**config.mk**
```make
export PLATFORM = sky130hd
export DESIGN_NAME = lock_controller
export DESIGN_NICKNAME = d
export VERILOG_FILES = /design/src/rtl/lock_pkg.sv /design/src/rtl/blink_gen.sv /design/src/rtl/lock_controller.sv
export SDC_FILE = /design/constraint.sdc
export NUM_CORES = 1
export LEC_CHECK = 0
export CELL_PAD_IN_SITES_DETAIL_PLACEMENT = 1
export CELL_PAD_IN_SITES_GLOBAL_PLACEMENT = 2
export CORE_UTILIZATION = 30
export CTS_BUF_LIST = sky130_fd_sc_hd__clkbuf_16
export DETAILED_ROUTE_END_ITERATION = 7
export PLACE_DENSITY_LB_ADDON = 0.25
export SYNTH_ARGS = -nofsm -noshare
export SYNTH_HDL_FRONTEND = slang
export SYNTH_SLANG_ARGS = --single-unit
```
**constraint.sdc**
```tcl
create_clock -name clk -period 2.3 [get_ports clk]
set_input_delay 0.23 -clock clk [delete_from_list [all_inputs] [get_ports clk]]
set_output_delay 0.23 -clock clk [all_outputs]
set_load 0.05 [all_outputs]
```
**src/rtl/lock_pkg.sv**
```systemverilog
// Shared types and constants for the code-lock sequencer: state encoding,
// LED bar command values and the digit counter width.
package lock_pkg;

  typedef enum logic [2:0] {
    ENTRY = 3'd0,
    CHECK = 3'd1,
    OPEN  = 3'd2,
    FAIL  = 3'd3,
    ALARM = 3'd4
  } state_t;

  localparam int DIGIT_CNT_W = 3;

  localparam logic [DIGIT_CNT_W-1:0] LED_CMD_0 = 3'd0;
  localparam logic [DIGIT_CNT_W-1:0] LED_CMD_1 = 3'd1;
  localparam logic [DIGIT_CNT_W-1:0] LED_CMD_2 = 3'd2;
  localparam logic [DIGIT_CNT_W-1:0] LED_CMD_3 = 3'd3;
  localparam logic [DIGIT_CNT_W-1:0] LED_CMD_4 = 3'd4;

  function automatic int unsigned max3(input int unsigned a, input int unsigned b,
                                       input int unsigned c);
    int unsigned m;
    m = (a > b) ? a : b;
    return (m > c) ? m : c;
  endfunction

endpackage

```
**src/rtl/blink_gen.sv**
```systemverilog
// LED blink generator: while enabled, toggles every HALF cycles starting
// from 0 on the enabling edge; holds the LEDs on (1) while disabled.
module blink_gen #(
  parameter int unsigned HALF = 12_500_000
) (
  input  logic clk,
  input  logic rst,
  input  logic i_en,
  output logic o_blink
);

  localparam int CNT_W = (HALF > 1) ? $clog2(HALF) : 1;
  localparam logic [CNT_W-1:0] RELOAD = CNT_W'(HALF - 1);

  logic [CNT_W-1:0] r_cnt;
  logic             r_en_d;
  logic             r_blink;

  // NOTE: sequential state is written only with non-blocking assignments so
  // every flop samples the pre-edge values of its neighbours.
  always_ff @(posedge clk) begin
    if (rst) begin
      r_cnt   <= '0;
      r_en_d  <= 1'b0;
      r_blink <= 1'b1;
    end else begin
      r_en_d <= i_en;
      if (i_en && !r_en_d) begin
        r_cnt   <= RELOAD;
        r_blink <= 1'b0;
      end else if (i_en) begin
        if (r_cnt == '0) begin
          r_cnt   <= RELOAD;
          r_blink <= ~r_blink;
        end else begin
          r_cnt <= r_cnt - 1'b1;
        end
      end else begin
        r_cnt   <= '0;
        r_blink <= 1'b1;
      end
    end
  end

  assign o_blink = r_blink;

endmodule

```
**src/rtl/lock_controller.sv**
```systemverilog
// Code-lock sequencer: collects four keypad digits, compares them with the
// stored code, tracks consecutive failures and times the OPEN/FAIL/ALARM phases.
module lock_controller
  import lock_pkg::*;
#(
  parameter logic [15:0] CODE          = 16'h1234,
  parameter int unsigned MAX_FAILS     = 3,
  parameter int unsigned UNLOCK_CYCLES = 50_000_000,
  parameter int unsigned FAIL_CYCLES   = 25_000_000,
  parameter int unsigned ALARM_CYCLES  = 250_000_000,
  parameter int unsigned BLINK_HALF    = 12_500_000
) (
  input  logic       clk,
  input  logic       rst,
  input  logic       key_valid,
  input  logic [3:0] key_digit,
  input  logic       key_clear,
  output logic [2:0] led_cmd,
  output logic       blink,
  output logic       alarm,
  output logic       unlocked
);

  localparam int unsigned MAX_DUR = max3(UNLOCK_CYCLES, FAIL_CYCLES, ALARM_CYCLES);
  localparam int DWELL_W = (MAX_DUR > 1) ? $clog2(MAX_DUR) : 1;
  localparam int FAILS_W = 3;
  localparam logic [FAILS_W-1:0] FAILS_MAX = FAILS_W'(MAX_FAILS);

  state_t                 r_state, w_state_nxt;
  logic [DIGIT_CNT_W-1:0] r_cnt, w_cnt_nxt;
  logic [15:0]            r_entry, w_entry_nxt;
  logic [FAILS_W-1:0]     r_fails, w_fails_nxt, w_fails_inc;
  logic [DWELL_W-1:0]     r_dwell, w_dwell_nxt;
  logic [2:0]             r_led_cmd, w_led_nxt;
  logic                   r_alarm, r_unlocked;
  logic                   w_blink_en;
  logic                   w_blink;

  always_ff @(posedge clk) begin
    if (rst) begin
      r_state    <= ENTRY;
      r_cnt      <= '0;
      r_entry    <= '0;
      r_fails    <= '0;
      r_dwell    <= '0;
      r_led_cmd  <= LED_CMD_0;
      r_alarm    <= 1'b0;
      r_unlocked <= 1'b0;
    end else begin
      r_state    <= w_state_nxt;
      r_cnt      <= w_cnt_nxt;
      r_entry    <= w_entry_nxt;
      r_fails    <= w_fails_nxt;
      r_dwell    <= w_dwell_nxt;
      r_led_cmd  <= w_led_nxt;
      r_alarm    <= (w_state_nxt == ALARM);
      r_unlocked <= (w_state_nxt == OPEN);
    end
  end

  assign w_fails_inc = (r_fails == FAILS_MAX) ? r_fails : r_fails + 1'b1;

  // NOTE: every signal gets a default before the case so no path leaves one
  // unassigned, which would otherwise infer a latch.
  always_comb begin
    w_state_nxt = r_state;
    w_cnt_nxt   = r_cnt;
    w_entry_nxt = r_entry;
    w_fails_nxt = r_fails;
    w_dwell_nxt = r_dwell;

    case (r_state)
      ENTRY: begin
        // Clear takes priority over a coincident digit.
        if (key_clear) begin
          w_cnt_nxt = '0;
        end else if (key_valid && (key_digit <= 4'd9)) begin
          w_entry_nxt = {r_entry[11:0], key_digit};
          if (r_cnt == LED_CMD_3) begin
            w_cnt_nxt   = LED_CMD_4;
            w_state_nxt = CHECK;
          end else begin
            w_cnt_nxt = r_cnt + 1'b1;
          end
        end
      end
      CHECK: begin
        if (r_entry == CODE) begin
          w_state_nxt = OPEN;
          w_fails_nxt = '0;
          w_dwell_nxt = DWELL_W'(UNLOCK_CYCLES - 1);
        end else begin
          w_fails_nxt = w_fails_inc;
          if (w_fails_inc == FAILS_MAX) begin
            w_state_nxt = ALARM;
            w_dwell_nxt = DWELL_W'(ALARM_CYCLES - 1);
          end else begin
            w_state_nxt = FAIL;
            w_dwell_nxt = DWELL_W'(FAIL_CYCLES - 1);
          end
        end
      end
      OPEN, FAIL, ALARM: begin
        if (r_dwell == '0) begin
          w_state_nxt = ENTRY;
          w_cnt_nxt   = '0;
          if (r_state == ALARM) w_fails_nxt = '0;
        end else begin
          w_dwell_nxt = r_dwell - 1'b1;
        end
      end
      default: begin
        w_state_nxt = ENTRY;
        w_cnt_nxt   = '0;
      end
    endcase

    w_led_nxt = (w_state_nxt == ENTRY) ? w_cnt_nxt : LED_CMD_4;
  end

  // Enable follows the next state so blink is already 0 in the first FAIL/ALARM cycle.
  assign w_blink_en = (w_state_nxt == FAIL) || (w_state_nxt == ALARM);

  blink_gen #(
    .HALF(BLINK_HALF)
  ) u_blink_gen (
    .clk    (clk),
    .rst    (rst),
    .i_en   (w_blink_en),
    .o_blink(w_blink)
  );

  assign led_cmd  = r_led_cmd;
  assign blink    = w_blink;
  assign alarm    = r_alarm;
  assign unlocked = r_unlocked;

endmodule

```
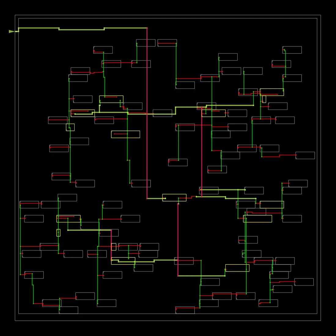
Fig. 1. The clock network.
final setup skew: 0.009705 ns
FF+latch count: 84
# clock sinks: 84
total CTS buffers: 9
Clock group: 1540 uW

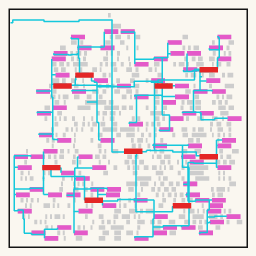
Fig. 2. Clock distribution.
Drawn at 2 px/um.
[red] clock drivers | count: 9
[cyan] clock wires | length: 1290 um
[magenta] flip-flops | count: 84
routed clock nets: 10
flops lie: all over the die
clock network fraction of total power: 49.9%
clk_lat worst skew: 0.35 ns

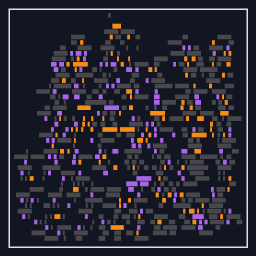
Fig. 3. Gate families picked out.
Drawn at 2 px/um.
| colour | family | cells | most used | where |
|---|---|---|---|---|
| purple | aoi and oai cells | 114 | a21oi_1 | all over the die |
| orange | nor cells | 100 | nor2_1 | all over the die |

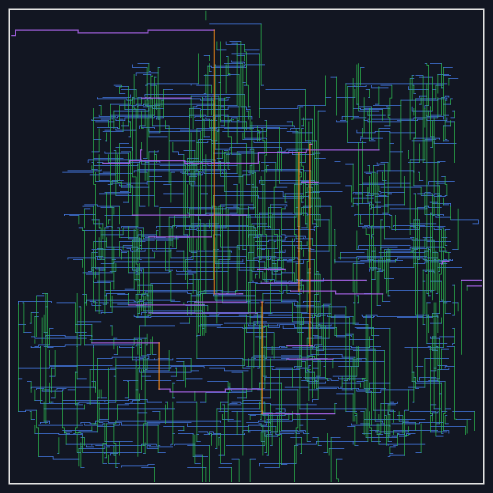
Fig. 4. Wiring by layer.
Drawn at 4 px/um.
| colour | layer | wire length |
|---|---|---|
| purple | metal 3 | 405 um |
| blue | metal 1 | 5140 um |
| orange | metal 4 | 190 um |
| green | metal 2 | 5650 um |

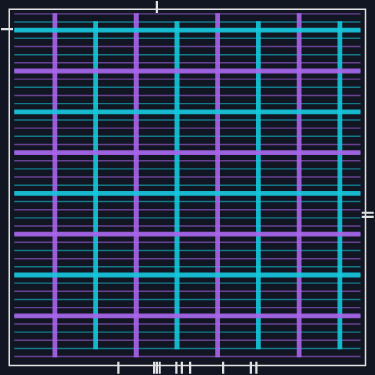
Fig. 5. Power grid.
Drawn at 3 px/um. Pins as bars on the die edge.
| colour | net |
|---|---|
| purple | VSS |
| cyan | VDD |
rows: 42
met4 straps: 8
signal pins: 14
met5 straps: 8

==> out/metrics.cfg <==
[placement]
gp_congestion = 0.7565
port_buffers = 13

[die]
die_y_um = 118.2
die_x_um = 118.2
fp_util_pct = 30.73
pin_count = 14
core_area_um2 = 13190

[job]
warnings = 26

[layout]
fin_util_pct = 37.69
logic_gates = 356
lay_top_cells = dfxtp_1, a21oi_1, nand2_1
nonClockInverterCount = 11
n_antenna_cell = 0
dominant-cell-class = combinational gates
clk_share_pct = 6.167
register_area_um2 = 1682
multiInputGateArea_um2 = 2248
seq_share_pct = 33.83
n_fill_cell = 1561
synthToLayoutAreaGrowth_pct = 22.62
nNetsFinal = 531
nonClkBufAreaFrac_pct = 9.514
nNonClkBuffers = 56

[global_route]
antenna_found_initial = 0
track_usage_pct = 17.53
grt_max_degree = 46
grt_pass1_wl_um = 19320
overflow = 0

[synth]
netlist_instances = 472
synth-cells-yosys = 472
async_flop_share_pct = 0
ys_seq_share_pct = 41.48
synth_cell_types = 64
synth_area_um2 = 4054
top_area_cell = dfxtp_1
yosys-stat-area_um2 = 4054
synthFlopType = dfxtp_1
ys_warn_count = 0
edf_count = 0

[sta]
rsz0062_at_grt = false
finalSetupTns_ns = 0
hold_viol_final = 0
finalClockPeriodUsage_pct = 95.49
relSlewSlack_pct = 65.17
timing.fmax_ghz = 0.4553
tightest_slew_ns = 0.5225

[clock_tree]
tritoncts = built
cts_hold_buf = 0
cts.htree.levels = 3
clockBufferDepth = 2
post_cts_resized = 0
cts-root-buf = clkbuf_16
post_cts_buffers = 0
clk_pin_slew_ns = 0.06

[setup_path]
r2r-end = u_blink_gen.r_cnt[21]
r2r_setup_slack_ns = 0.10
end_kind = flip-flop
endpoint = u_blink_gen.r_cnt[21]
path_class = reg -> reg
path_cells = or4_4, nand2b_4, or4_4, nor4_4, xnor2_1, a21oi_2
critPathLaunch = u_blink_gen.r_cnt[9]
crit_family = simple AND/OR/NAND/NOR gates
crit_buf_inv = 0
cp_slowest_cell = or4_4
cp_data_arrival_time_ns = 2.43
path_depth = 6
cpMostUsedCell = or4_4

[power]
powerSeq_uw = 1470
power_density_nw_per_um2 = 620.2
p_comb_share_pct = 2.6
peakVddDrop_v = 0.0003499
p_total_uw = 3083
p_sw_share_pct = 21.22
internal-power_uw = 2429
p_leak_uw = 0.001893

[run_status]
status = complete, no violations

[worst_hold_path]
whs_path_depth = 4
hold_path_class = in -> reg
hp-start = rst
min_to = r_state[1]

[route]
wl_per_cell_um = 16.32
drt_iter0_markers = 169
ant_nets = 0
drc = 0
wl_um = 11390
drt-vias-per-instance = 5.203

## metal layers
| metal | part of all wire [%] | wire length (um) | vias up | global-route usage (%) |
|---|---|---|---|---|
| li1 | - | - | 1798 | - |
| met1 | 45 | 5144 | 1779 | 21.16 |
| met2 | 50 | 5648 | 44 | 29.71 |
| met5 | 0 | 0 | - | 0 |
| met4 | 1.7 | 190 | 0 | 6.651 |
| met3 | 3.6 | 405 | 11 | 4.537 |
## Yosys cell counts (6+ instances only)
master     n
dfxtp_1   84
a21oi_1   57
nand2_1   56
nor2_1    42
nor3_1    28
xnor2_1   24
o21ai_0   22
clkbuf_1  14
inv_1     11
nand3_1   11
a31oi_1   10
nor4_1    10
a211oi_1   7
nor2b_1    6
## logic make-up after synthesis
| logic type | after synthesis | synth area share (%) |
|---|---|---|
| AND-OR/OR-AND | 123 | 19.41 |
| XOR/XNOR | 29 | 6.265 |
| adder cells (fa/ha/maj) | 5 | 1.543 |
| buffers and inverters | 32 | 3.611 |
| flip-flops | 84 | 41.48 |
| multiplexers | 3 | 0.7716 |
| AND/OR/NAND/NOR | 196 | 26.91 |
## sequential cells by signal, indices dropped and copies added (netlist names)
| name | cells |
|---|---|
| r_entry | 16 |
| u_blink_gen.o_blink | 1 |
| r_dwell | 28 |
| r_fails | 3 |
| led_cmd | 3 |
| r_state | 3 |
| alarm | 1 |
| r_cnt | 3 |
| unlocked | 1 |
| u_blink_gen.r_cnt | 24 |
| u_blink_gen.r_en_d | 1 |
## stage by stage
step	area (um^2)	hold WS (ns)	setup slack, ns	instances
after floorplan	4054	0.3660	0.1033	472
after global placement	4634	0.4404	0.07035	682
after detailed placement	4634	0.4564	0.02526	682
after CTS	4941	0.3874	0.004439	697
after global routing	4971	0.4203	0.01240	698
final	4971	0.3942	0.1037	698
Power and IR drop assume default switching activity.
